==> images/clock_nets.png <==
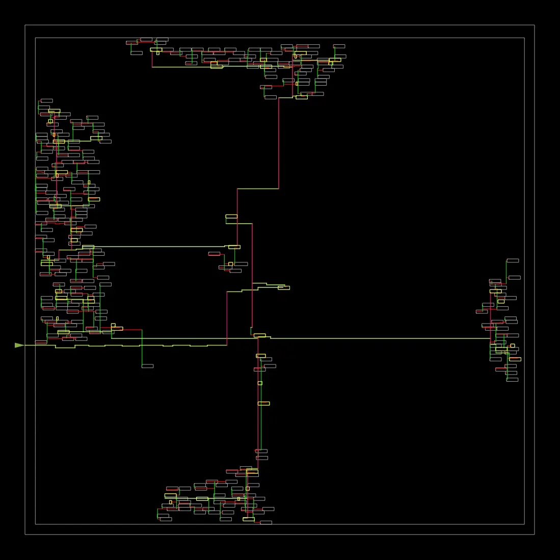
==> images/route_heat.png <==
20 x 20 tiles, from dark blue (low) to red (high), scaled to the fullest tile. Values are wire area over tile area, all layers added.
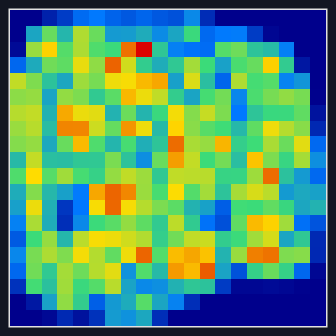
==> images/m4.png <==
Cells faint in the background.
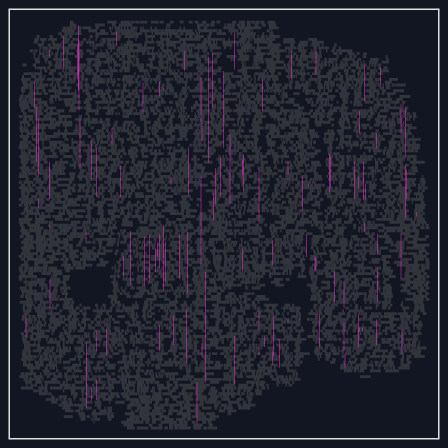
==> images/clock_wires.png <==
Bar = 100 µm.
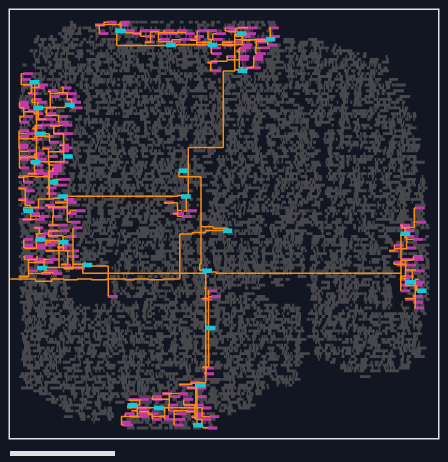
==> images/class_map.png <==
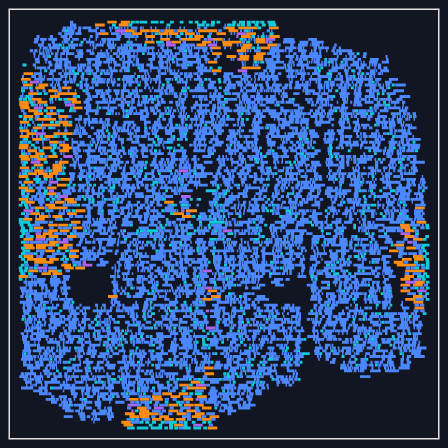
File: src/rtl/aes_sub_shift.sv
// Column-serial AES SubBytes + ShiftRows: four S-boxes, one column per cycle, results scattered to shifted positions.
// Optional inverse cipher support (InvSubBytes + InvShiftRows) is built when AES_INV_CIPHER_EN is defined.
module aes_sub_shift (
    input  logic             clk,
    input  logic             rst_n,
    input  logic             in_valid,
    output logic             in_ready,
    input  logic [15:0][7:0] in_state,
    input  logic             in_dec,
    output logic             out_valid,
    input  logic             out_ready,
    output logic [15:0][7:0] out_state
);

    typedef enum logic [1:0] {IDLE, BUSY, DONE} state_t;

    state_t           state_reg, state_next;
    logic [1:0]       col_reg, col_next;
    logic [15:0][7:0] in_reg, in_next;
    logic [15:0][7:0] out_reg, out_next;
    logic [3:0][7:0]  sub;
    logic [3:0][1:0]  dst_col;

    // GF(2^8) multiply modulo x^8 + x^4 + x^3 + x + 1
    function automatic logic [7:0] gf_mul(input logic [7:0] a, input logic [7:0] b);
        logic [7:0] p;
        logic [7:0] aa;
        p  = 8'h00;
        aa = a;
        for (int i = 0; i < 8; i++) begin
            if (b[i]) p = p ^ aa;
            aa = {aa[6:0], 1'b0} ^ (aa[7] ? 8'h1b : 8'h00);
        end
        return p;
    endfunction

    // a^254 = a^2 * a^4 * ... * a^128, which maps 0 to 0 as AES requires
    function automatic logic [7:0] gf_inv(input logic [7:0] a);
        logic [7:0] sq;
        logic [7:0] res;
        sq  = a;
        res = 8'h01;
        for (int i = 1; i < 8; i++) begin
            sq  = gf_mul(sq, sq);
            res = gf_mul(res, sq);
        end
        return res;
    endfunction

    function automatic logic [7:0] rotl(input logic [7:0] v, input int n);
        return (v << n) | (v >> (8 - n));
    endfunction

    function automatic logic [7:0] fwd_sbox(input logic [7:0] x);
        logic [7:0] t;
        t = gf_inv(x);
        return t ^ rotl(t, 1) ^ rotl(t, 2) ^ rotl(t, 3) ^ rotl(t, 4) ^ 8'h63;
    endfunction

`ifdef AES_INV_CIPHER_EN
    logic dec_reg, dec_next;

    function automatic logic [7:0] inv_sbox(input logic [7:0] x);
        return gf_inv(rotl(x, 1) ^ rotl(x, 3) ^ rotl(x, 6) ^ 8'h05);
    endfunction
`else
    logic unused_in_dec;
    assign unused_in_dec = in_dec;
`endif

    // One S-box per row; the destination column undoes/applies the row rotation
    generate
        for (genvar gi = 0; gi < 4; gi++) begin : g_row
            localparam logic [1:0] ROW = gi;
            logic [7:0] src_byte;
            assign src_byte = in_reg[{col_reg, ROW}];
`ifdef AES_INV_CIPHER_EN
            assign sub[gi]     = dec_reg ? inv_sbox(src_byte) : fwd_sbox(src_byte);
            assign dst_col[gi] = dec_reg ? col_reg + ROW : col_reg - ROW;
`else
            assign sub[gi]     = fwd_sbox(src_byte);
            assign dst_col[gi] = col_reg - ROW;
`endif
        end
    endgenerate

    always_ff @(posedge clk or negedge rst_n) begin
        if (!rst_n) begin
            state_reg <= IDLE;
            col_reg   <= 2'd0;
            in_reg    <= '0;
            out_reg   <= '0;
`ifdef AES_INV_CIPHER_EN
            dec_reg   <= 1'b0;
`endif
        end else begin
            state_reg <= state_next;
            col_reg   <= col_next;
            in_reg    <= in_next;
            out_reg   <= out_next;
`ifdef AES_INV_CIPHER_EN
            dec_reg   <= dec_next;
`endif
        end
    end

    always_comb begin
        state_next = state_reg;
        col_next   = col_reg;
        in_next    = in_reg;
`ifdef AES_INV_CIPHER_EN
        dec_next   = dec_reg;
`endif
        in_ready   = 1'b0;
        out_valid  = 1'b0;
        case (state_reg)
            IDLE: begin
                in_ready = 1'b1;
                if (in_valid) begin
                    in_next    = in_state;
`ifdef AES_INV_CIPHER_EN
                    dec_next   = in_dec;
`endif
                    col_next   = 2'd0;
                    state_next = BUSY;
                end
            end
            BUSY: begin
                col_next = col_reg + 2'd1;
                if (col_reg == 2'd3) state_next = DONE;
            end
            DONE: begin
                out_valid = 1'b1;
                if (out_ready) state_next = IDLE;
            end
            default: state_next = IDLE;
        endcase
    end

    always_comb begin
        out_next = out_reg;
        if (state_reg == BUSY) begin
            for (int r = 0; r < 4; r++) begin
                out_next[{dst_col[r], 2'(r)}] = sub[r];
            end
        end
    end

    assign out_state = out_reg;

endmodule

File: config.mk
export PLATFORM = sky130hd
export DESIGN_NAME = aes_sub_shift
export DESIGN_NICKNAME = d
export VERILOG_FILES = /design/src/rtl/aes_sub_shift.sv
export SDC_FILE = /design/constraint.sdc
export NUM_CORES = 2
export LEC_CHECK = 0
export CORE_MARGIN = 8
export CORE_UTILIZATION = 45
export DETAILED_ROUTE_END_ITERATION = 16
export SLEW_MARGIN = 25
export SYNTH_ARGS = -nofsm -noshare
export SYNTH_HDL_FRONTEND = slang
export SYNTH_SLANG_ARGS = --single-unit
export TNS_END_PERCENT = 30
File: constraint.sdc
create_clock -name clk -period 17.06 [get_ports clk]
set_clock_uncertainty 0.05 [all_clocks]
set_input_delay 3.412 -clock clk [delete_from_list [all_inputs] [get_ports clk]]
set_output_delay 3.412 -clock clk [all_outputs]
set_load 0.02 [all_outputs]
==> results.txt <==
Reports from this run.

- The commonest register cell after synthesis reads dfrtp_1.
- Per the OpenROAD floorplan log, the height of the die is ~400 µm.
- The slowest cell on the critical path is mux4_2.
- At the floorplan stage, the core utilization is reported as between 40% and 50%.
- The number of gates on the worst path with buffers counted is roughly 50.
- The die footprint is ~170000 µm².
- In this run, the synthesized area fraction spent on AND-OR/OR-AND gates is recorded as 17.2%.
- The post-synthesis cell count from yosys reads 8816.
- The script parses the final routing iteration and logs DRC violations as 0.
- The library cell appearing most often on the critical path is xnor3_1.
- The main area contributors are xnor2_1 20%, xnor3_1 12%, dfrtp_1 9.4%.
- Based on the critical path, the design can be clocked at up to 61.4 MHz.
- The kind of end point of the critical path is a register.
- The cell area after technology mapping is around 70000 µm².
- After detailed routing, the met2 layer carries ~100000 µm of wire.
- The largest net degree at the start of global routing is approximately 150.
- In this run the worst hold path is classified as reg2reg.
- The largest fanout on the critical path reads 18.
- For this run, the detailed router's first-pass iteration total came to 8.
- The routed design uses between 15000 and 20000 µm of met3 wire.
- STA puts the critical path data arrival time at between 15000 and 20000 ps.
- The fraction of the mapped netlist area in adder cells reads less than 1%.
- The largest delay contributor family on the critical path reads XOR/XNOR gates.
- The minimum clock period reads 16300 ps.
- The yosys synthesis warning count is 0.
- The proportion of netlist area held by the largest area contributor is about a fifth.
- The final tally of max-slew violations reads 0.
- Counting every net in the synthesized netlist gives 8974.
- The startpoint-to-endpoint class of the critical path reads reg2reg.
- The run finished with clean final reports.
- Once layout is done, the placed cells without fillers occupy between 70000 and 80000 µm².
- The tightest hold margin reads between 400 and 500 ps.
- The main logic family after synthesis is XOR/XNOR gates.
About clock_nets.png:
clock buffer count from CTS: 31
clock buffer count in the final layout: 43
number of sequential storage elements: 260

About route_heat.png:
tiles over half the peak: 46%
fullest tile: 0.49
densest ninth of the die: middle
nearly empty tiles: 12%
average wire length per cell after detail routing: 19.9 µm
via count: 64600
wire length after detailed routing: 220000 µm
total global routing track utilization: 25.0%

About m4.png:
share of all routed wire: 1.5%
longest straight run: 105 µm
wire length on this layer: 3320 µm
nets with wire on the layer: 100
main direction: vertical

About clock_wires.png:
legend:
  magenta:
    item: flip-flops
    count: 260
  orange:
    item: clock wires
    length: 4220 µm
  cyan:
    item: clock-net drivers
    count: 31
routed clock nets: 32
flops lie: widely spread
clock insertion delay at the later pin of the skew report: 630 ps

About class_map.png:
legend:
  purple:
    class: clock drivers and dummy loads
    cells: 55
  orange:
    class: sequential cells
    cells: 260
  cyan:
    class: remaining buffers and delay cells
    cells: 817
  blue:
    class: remaining logic cells
    cells: 7928
Post-Route Utilization: 51.2%
core region area: 152000 µm²
site row count: 143

## area by class of cell
type / count / area (µm²)
multi-input combinational: 7835 / 60600
inverter: 93 / 349
clock buffer: 43 / 881
fill: 14700 / 74200
timing repair buffer: 817 / 6890
tap: 2030 / 2540
antenna: 6 / 15.0
sequential: 260 / 6510
clock inverter: 12 / 100
## stage by stage
stage	setup slack, ps	setup TNS, ps
after floorplan	1170	0
after global placement	-8.94	-14.9
after detailed placement	-265	-6700
after CTS	22.5	0
after global routing	-79.0	-208
final	765	0
## timing repair
item	in CTS	in global routing
pin swaps	0	7
setup buffers	0	18
hold endpoints to repair	0	0
cloned	0	0
resized	6	79
endpoints found under the setup margin	69	128
## routing by layer
layer  track usage (%)  vias to the layer above
met5                 0                        -
met4              4.23                        8
met3              3.65                      247
met2              40.7                     2285
met1              35.8                    31100
li1                  -                    31000
## synthesized netlist by cell type, drive strengths merged (208+ instances only)
master / number
nor2: 1145
xnor3: 388
dfrtp: 260
clkbuf: 414
buf: 213
mux2i: 208
xnor2: 1642
nand2: 1001
xor2: 468
nor3: 232
o21ai: 544
a21oi: 433
## logic make-up after synthesis
logic type	count (synthesis)
DFF	260
and+or+nand+nor	2990
adders and majority gates	28
muxes	410
xor gates and xnor gates	2559
AOI/OAI and AO/OA	1848
buffers and inverters	721
## worst min-delay path, cell delays in order (launching register included)
cell and delay, ps:
dfrtp_1 340, nand2_1 40, o21ai_0 60
## layout by cell type (no fill, tap or decap), drive strengths merged, types with 30 or more instances in the layout
master            n
a31oi            77
and2             62
a21oi           433
a211oi           91
nor2           1145
clkbuf           43
o22ai           118
nor3            232
o211ai           76
and3             45
a221oi           38
xnor2          1642
nand2          1001
nand3           193
o32ai            30
o21ai           544
mux2            170
xor3             61
a22oi            62
o31ai            34
buf             557
inv              86
nor2b            86
or3              33
xnor3           388
nand2b           63
clkdlybuf4s50   260
mux2i           208
o221ai           34
xor2            468
or2              36
mux4             32
dfrtp           260
## final timing paths
kind | start | endpoint | slack (ps)
worst max-delay path | col_reg[0]$_DFFE_PN0P_ | out_state[119]$_DFFE_PN0P_ | 760
worst min-delay path | out_state[50]$_DFFE_PN0P_ | out_state[50]$_DFFE_PN0P_ | 430
worst max register to register | col_reg[0]$_DFFE_PN0P_ | out_state[119]$_DFFE_PN0P_ | 760
worst min register to register | out_state[50]$_DFFE_PN0P_ | out_state[50]$_DFFE_PN0P_ | 430
max in group asynchronous | rst_n | in_reg[70]$_DFFE_PN0P_ | 13110
min in group asynchronous | rst_n | out_state[58]$_DFFE_PN0P_ | 2620
